Met1 routing:
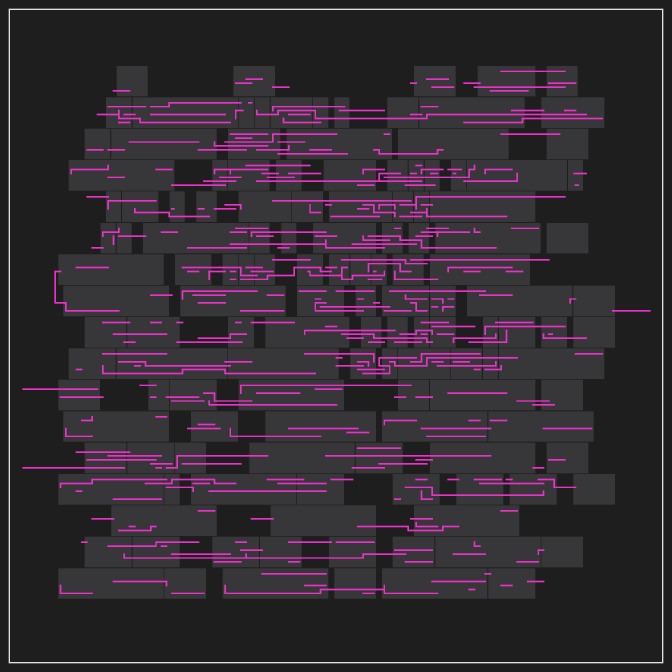
Metal 2:
Bar = 20 um.
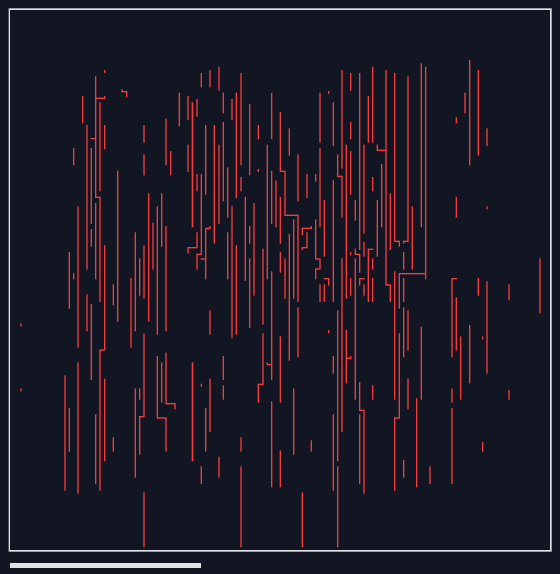
Metal 3:
Bar = 20 um.
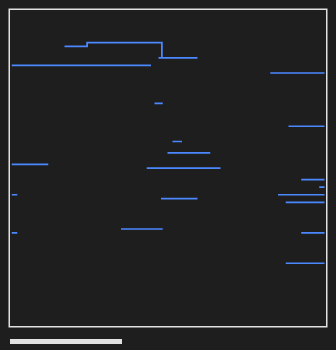
Wiring heat map:
Bar = 20 um. The die is cut into 11 by 11 equal tiles; dark purple is low, yellow is high, scaled to the fullest tile. Values are wire area over tile area, all layers added.
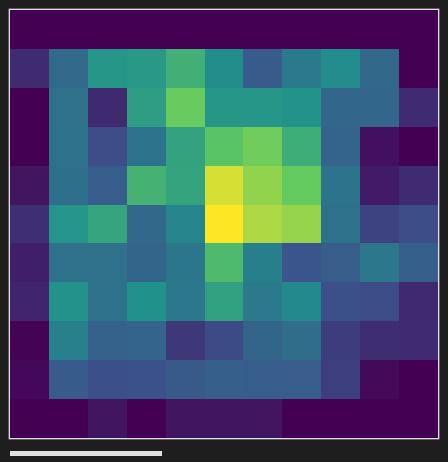
## config.mk

```make
export PLATFORM = sky130hd
export DESIGN_NAME = uart_rx
export DESIGN_NICKNAME = d
export VERILOG_FILES = /design/src/rtl/uart_rx.sv
export SDC_FILE = /design/constraint.sdc
export NUM_CORES = 1
export LEC_CHECK = 0
export CORE_MARGIN = 4
export CORE_UTILIZATION = 62
export CTS_BUF_LIST = sky130_fd_sc_hd__clkbuf_4
export DETAILED_ROUTE_END_ITERATION = 6
export PLACE_DENSITY_LB_ADDON = 0.15
export SLEW_MARGIN = 10
export SYNTH_ARGS = -nofsm -noshare
export SYNTH_HDL_FRONTEND = slang
export SYNTH_SLANG_ARGS = --single-unit
export TNS_END_PERCENT = 100
```

## constraint.sdc

```tcl
create_clock -name clk -period 2.6 [get_ports clk]
set_clock_uncertainty 0.1 [all_clocks]
set_input_delay 0.52 -clock clk [delete_from_list [all_inputs] [get_ports clk]]
set_output_delay 0.52 -clock clk [all_outputs]
set_load 0.02 [all_outputs]
```

## src/rtl/uart_rx.sv

```systemverilog
// uart_rx -- 8N1 asynchronous serial receiver with a one-byte holding register.
//
// The line is oversampled by CLKS_PER_BIT clk cycles per bit. A falling edge
// on the synchronized line starts a frame. The start bit is re-checked at its
// midpoint, and every following bit is sampled once per bit period after that.
// Good bytes are loaded into dout. A bad stop bit is reported as a framing
// error. A byte that replaces an unread byte is reported as an overrun.
//
// Parameters
//   CLKS_PER_BIT  clk cycles per bit period (even, >= 4)
//
// Ports
//   clk          rising-edge clock
//   rst          asynchronous active-high reset
//   rxd          raw serial input, idle high
//   rd_en        consumer acknowledge of the held byte
//   dout         last correctly received byte
//   dout_rdy     dout holds an unread byte
//   rx_busy      a frame is in progress
//   framing_err  one-cycle pulse on a bad stop bit
//   overrun_err  one-cycle pulse when a byte lands while dout_rdy is set
module uart_rx #(
  parameter int CLKS_PER_BIT = 16
) (
  input  logic       clk,
  input  logic       rst,
  input  logic       rxd,
  input  logic       rd_en,
  output logic [7:0] dout,
  output logic       dout_rdy,
  output logic       rx_busy,
  output logic       framing_err,
  output logic       overrun_err
);

  localparam int CNT_W = $clog2(CLKS_PER_BIT);

  // Counter values at which a sample is taken: the midpoint of the start bit,
  // and then one full bit period later for every following bit.
  localparam logic [CNT_W-1:0] HALF_LAST = CNT_W'(CLKS_PER_BIT / 2 - 1);
  localparam logic [CNT_W-1:0] FULL_LAST = CNT_W'(CLKS_PER_BIT - 1);

  typedef enum logic [3:0] {
    IDLE         = 4'b0001,
    START_BIT_ST = 4'b0010,
    DATA_BITS_ST = 4'b0100,
    STOP_BIT_ST  = 4'b1000
  } state_t;

  // Current-state registers.
  logic [1:0]       sync_q;
  logic             rxs;
  state_t           state_q;
  logic [CNT_W-1:0] cnt_q;
  logic [2:0]       bit_count_q;
  logic [7:0]       shift_q;
  logic [7:0]       dout_q;
  logic             dout_rdy_q;
  logic             framing_err_q;
  logic             overrun_err_q;
  // Cleared by a framing error. Set again once the line has been seen high,
  // so a held-low (break) line cannot start a new frame.
  logic             armed_q;

  // Next-state values.
  state_t           state_d;
  logic [CNT_W-1:0] cnt_d;
  logic [2:0]       bit_count_d;
  logic [7:0]       shift_d;
  logic [7:0]       dout_d;
  logic             dout_rdy_d;
  logic             framing_err_d;
  logic             overrun_err_d;
  logic             armed_d;

  // The second synchronizer stage is the only view of the line the FSM uses.
  assign rxs = sync_q[1];

  // NOTE: every signal assigned here gets a default value first. A path that
  // leaves a signal unassigned would infer a latch.
  always_comb begin
    state_d       = state_q;
    cnt_d         = cnt_q + CNT_W'(1);
    bit_count_d   = bit_count_q;
    shift_d       = shift_q;
    dout_d        = dout_q;
    dout_rdy_d    = dout_rdy_q;
    framing_err_d = 1'b0;
    overrun_err_d = 1'b0;
    armed_d       = armed_q;

    // The acknowledge is applied first. A load in the STOP_BIT_ST branch
    // below overrides it, so a new byte always wins over a coincident read.
    if (rd_en && dout_rdy_q) begin
      dout_rdy_d = 1'b0;
    end

    case (state_q)
      IDLE: begin
        cnt_d = '0;
        if (rxs) begin
          armed_d = 1'b1;
        end
        if (!rxs && armed_q) begin
          state_d = START_BIT_ST;
        end
      end

      START_BIT_ST: begin
        if (cnt_q == HALF_LAST) begin
          cnt_d = '0;
          if (rxs) begin
            // The line went high again before the midpoint: a glitch, not a start.
            state_d = IDLE;
          end else begin
            state_d     = DATA_BITS_ST;
            bit_count_d = '0;
          end
        end
      end

      DATA_BITS_ST: begin
        if (cnt_q == FULL_LAST) begin
          cnt_d       = '0;
          // LSB first: after eight shifts, bit 0 sits in shift_q[0].
          shift_d     = {rxs, shift_q[7:1]};
          bit_count_d = bit_count_q + 3'd1;
          if (bit_count_q == 3'd7) begin
            state_d = STOP_BIT_ST;
          end
        end
      end

      STOP_BIT_ST: begin
        if (cnt_q == FULL_LAST) begin
          cnt_d   = '0;
          state_d = IDLE;
          if (rxs) begin
            dout_d        = shift_q;
            dout_rdy_d    = 1'b1;
            overrun_err_d = dout_rdy_q && !rd_en;
          end else begin
            framing_err_d = 1'b1;
            armed_d       = 1'b0;
          end
        end
      end

      default: begin
        // Any encoding that is not one-hot returns to IDLE.
        state_d = IDLE;
        cnt_d   = '0;
      end
    endcase
  end

  // NOTE: sequential state uses non-blocking assignments, so every flop
  // samples its input from before the clock edge.
  always_ff @(posedge clk or posedge rst) begin
    if (rst) begin
      sync_q        <= 2'b11;
      state_q       <= IDLE;
      cnt_q         <= '0;
      bit_count_q   <= '0;
      shift_q       <= '0;
      dout_q        <= '0;
      dout_rdy_q    <= 1'b0;
      framing_err_q <= 1'b0;
      overrun_err_q <= 1'b0;
      armed_q       <= 1'b1;
    end else begin
      sync_q        <= {sync_q[0], rxd};
      state_q       <= state_d;
      cnt_q         <= cnt_d;
      bit_count_q   <= bit_count_d;
      shift_q       <= shift_d;
      dout_q        <= dout_d;
      dout_rdy_q    <= dout_rdy_d;
      framing_err_q <= framing_err_d;
      overrun_err_q <= overrun_err_d;
      armed_q       <= armed_d;
    end
  end

  assign dout        = dout_q;
  assign dout_rdy    = dout_rdy_q;
  assign rx_busy     = (state_q != IDLE);
  assign framing_err = framing_err_q;
  assign overrun_err = overrun_err_q;

endmodule

```

==> results.tsv <==
stage	metric	value	unit
run_status	status	finished clean	
critical_path	critPathLaunch	state_q[0]$_DFFE_PP1P_	
layout	num-nonclk-buffers	17	
clock_tree	cts_hold_buf	0	
layout	final-comb-area	611.8	um^2
placement	place_congestion	0.8521	
power_and_ir_drop	finalPower	0.001143	W
layout	final_util	76.97	%
floorplan	die_x	56.49	um
yosys	ys_ff	33	
layout	buf_share	9.607	%
power_and_ir_drop	powerDensity	664.6	nW/um^2
job	warnings	26	
critical_path	critical_path_arrival	1.84	ns
sta	slew_viol_final	0	
clock_tree	path_clk_slew	0.10	ns
floorplan	chipArea	3191	um^2
sta	tns	0	ns
critical_path	r2r_cells	3	
clock_tree	clk_path_buf_depth	2	
sta	min_period	2.461	ns
clock_tree	clk_latency	0.33	ns
layout	seq_share	48.33	%
floorplan	core	2233	um^2
yosys	ys_cells	112	
yosys	ys_seq_share	57.00	%
sta	maxSlewHeadroom	66.76	%
critical_path	path_class	flip-flop to primary output	
critical_path	critPathMaxStageDelay	0.62	ns
layout	design_area	1719	um^2
routing	drt-initial-drc-count	18	
layout	regArea	830.8	um^2
floorplan	initCoreUtil	65.27	%
clock_tree	cts_tree	yes	
yosys	synth_top_cell_by_area	dfrtp_1	
yosys	top_cell_area_share	49.79	%
critical_path	cp_max_fo	6	
clock_tree	cts.sinks	33	
sta	worst_slew_pin_slew	0.4986	ns
global_route	grt_pass1_vias	951	
yosys	ys_warn_count	0	
layout	dominant_cells	flip-flops and latches	
routing	wl_met1	1122	um
critical_path	worstSetupStartpointType	flip-flop	
routing	wl_met2	1239	um
min_path	min_to	sync_q[1]$_DFF_PP1_	
layout	layout.non_clock_inverters	7	
layout	logic_gates	71	
routing	dr_wl_met3	140	um
layout	diodes	0	
floorplan	io_pins	16	
global_route	grt_first_pass_wirelength	4512	um
floorplan	row_count	17	
yosys	avgSynthCellArea	13.01	um^2
min_path	hold_path_startpoint	sync_q[0]$_DFF_PP1_	
min_path	hold_class	flip-flop to flip-flop	
yosys	edf_count	0	
placement	hpwl	1892	um
sta	setup_ws	0.1386	ns
clock_tree	postCtsSetupRepairBufs	0	
routing	drc	0	
global_route	antenna_found_initial	0	
critical_path	reg2reg_setup_slack	0.70	ns
yosys	synthTopCellsByCount	29 x dfrtp_1, 13 x mux2_1, 7 x inv_1, 7 x nand2_1, 7 x nor2_1	
critical_path	crit_path_end_kind	primary output	
placement	port_buffers	15	
floorplan	taps	28	
routing	first_pass_iters	4	
placement	dp.cells	156	
critical_path	critPathSlowestCell	dfstp_2	
layout	clock_area_share	2.911	%
critical_path	endpoint	rx_busy	
placement	placed_area	1654	um^2
sta	whs	0.2593	ns
layout	flops	33	
yosys	ys.flop_type	dfrtp_1	
sta	hold_viol_final	0	
min_path	worstHoldPathCells	0	
clock_tree	clockRootBuffer	clkbuf_4	
power_and_ir_drop	ir_worst_vdd	469.7	uV
layout	area_growth	17.94	%
critical_path	critPathTopFamily	buffers and inverters	
critical_path	reg2reg_from	state_q[3]$_DFFE_PP0P_	
global_route	overflow	0	
critical_path	cp.buffers_inverters	2	
yosys	top_cells_by_area	dfrtp_1 50%, mux2_1 10%, dfstp_2 7.2%	
yosys	fp_nets	119	
critical_path	worstReg2RegEnd	shift_q[1]$_DFFE_PP0P_	
layout	fillers	156	
yosys	ys_area	1458	um^2
layout	layout.nets	142	
Notes on 'met1 routing' above:
nets with wire on the layer: 129
main direction: horizontal
longest straight run: 20.7 um
wire length on this layer: 1,120 um
share of all routed wire: 44%
via count: 934
grt met1 use: 23.32%
DRT Wirelength: 2533 um

Notes on 'metal 2' above:
wire length on this layer: 1,240 um
main direction: vertical
met2 usage: 30.20%

Notes on 'metal 3' above:
nets with wire on the layer: 16
wire length on this layer: 140 um
longest straight run: 24.6 um
GR Util met3: 5.977%

Notes on 'wiring heat map' above:
nearly empty tiles: 20%
fullest tile: 0.42
mean over tiles: 0.13
densest ninth of the die: center
emptiest ninth of the die: lower right
WL/cell: 15.45 um
Tot GR Track Use: 18.65%

==> cells by family after synthesis <==
| group | count (synthesis) | share of synthesized area [%] |
|---|---|---|
| compound gates | 13 | 6.523 |
| xor+xnor | 3 | 1.803 |
| fa+ha+maj | 3 | 2.575 |
| buf+inv | 8 | 2.060 |
| flops | 33 | 57.00 |
| mux | 20 | 15.11 |
| simple gates | 32 | 14.94 |
==> timing repair <==
action,in CTS,in global routing
gates cloned,0,0
setup endpoints to repair,1,1
resized,1,1
==> report_power, final <==
group	leakage [nW]	internal (W)	total (W)	switching, W
clock network	0.0300	0.0000976	0.000262	0.000165
registers	0.445	0.000551	0.000609	0.0000584
logic	0.373	0.000132	0.000271	0.000139
total	0.848	0.000781	0.00114	0.000362
Power figures rest on the tool's default switching activity, not on a simulated workload.
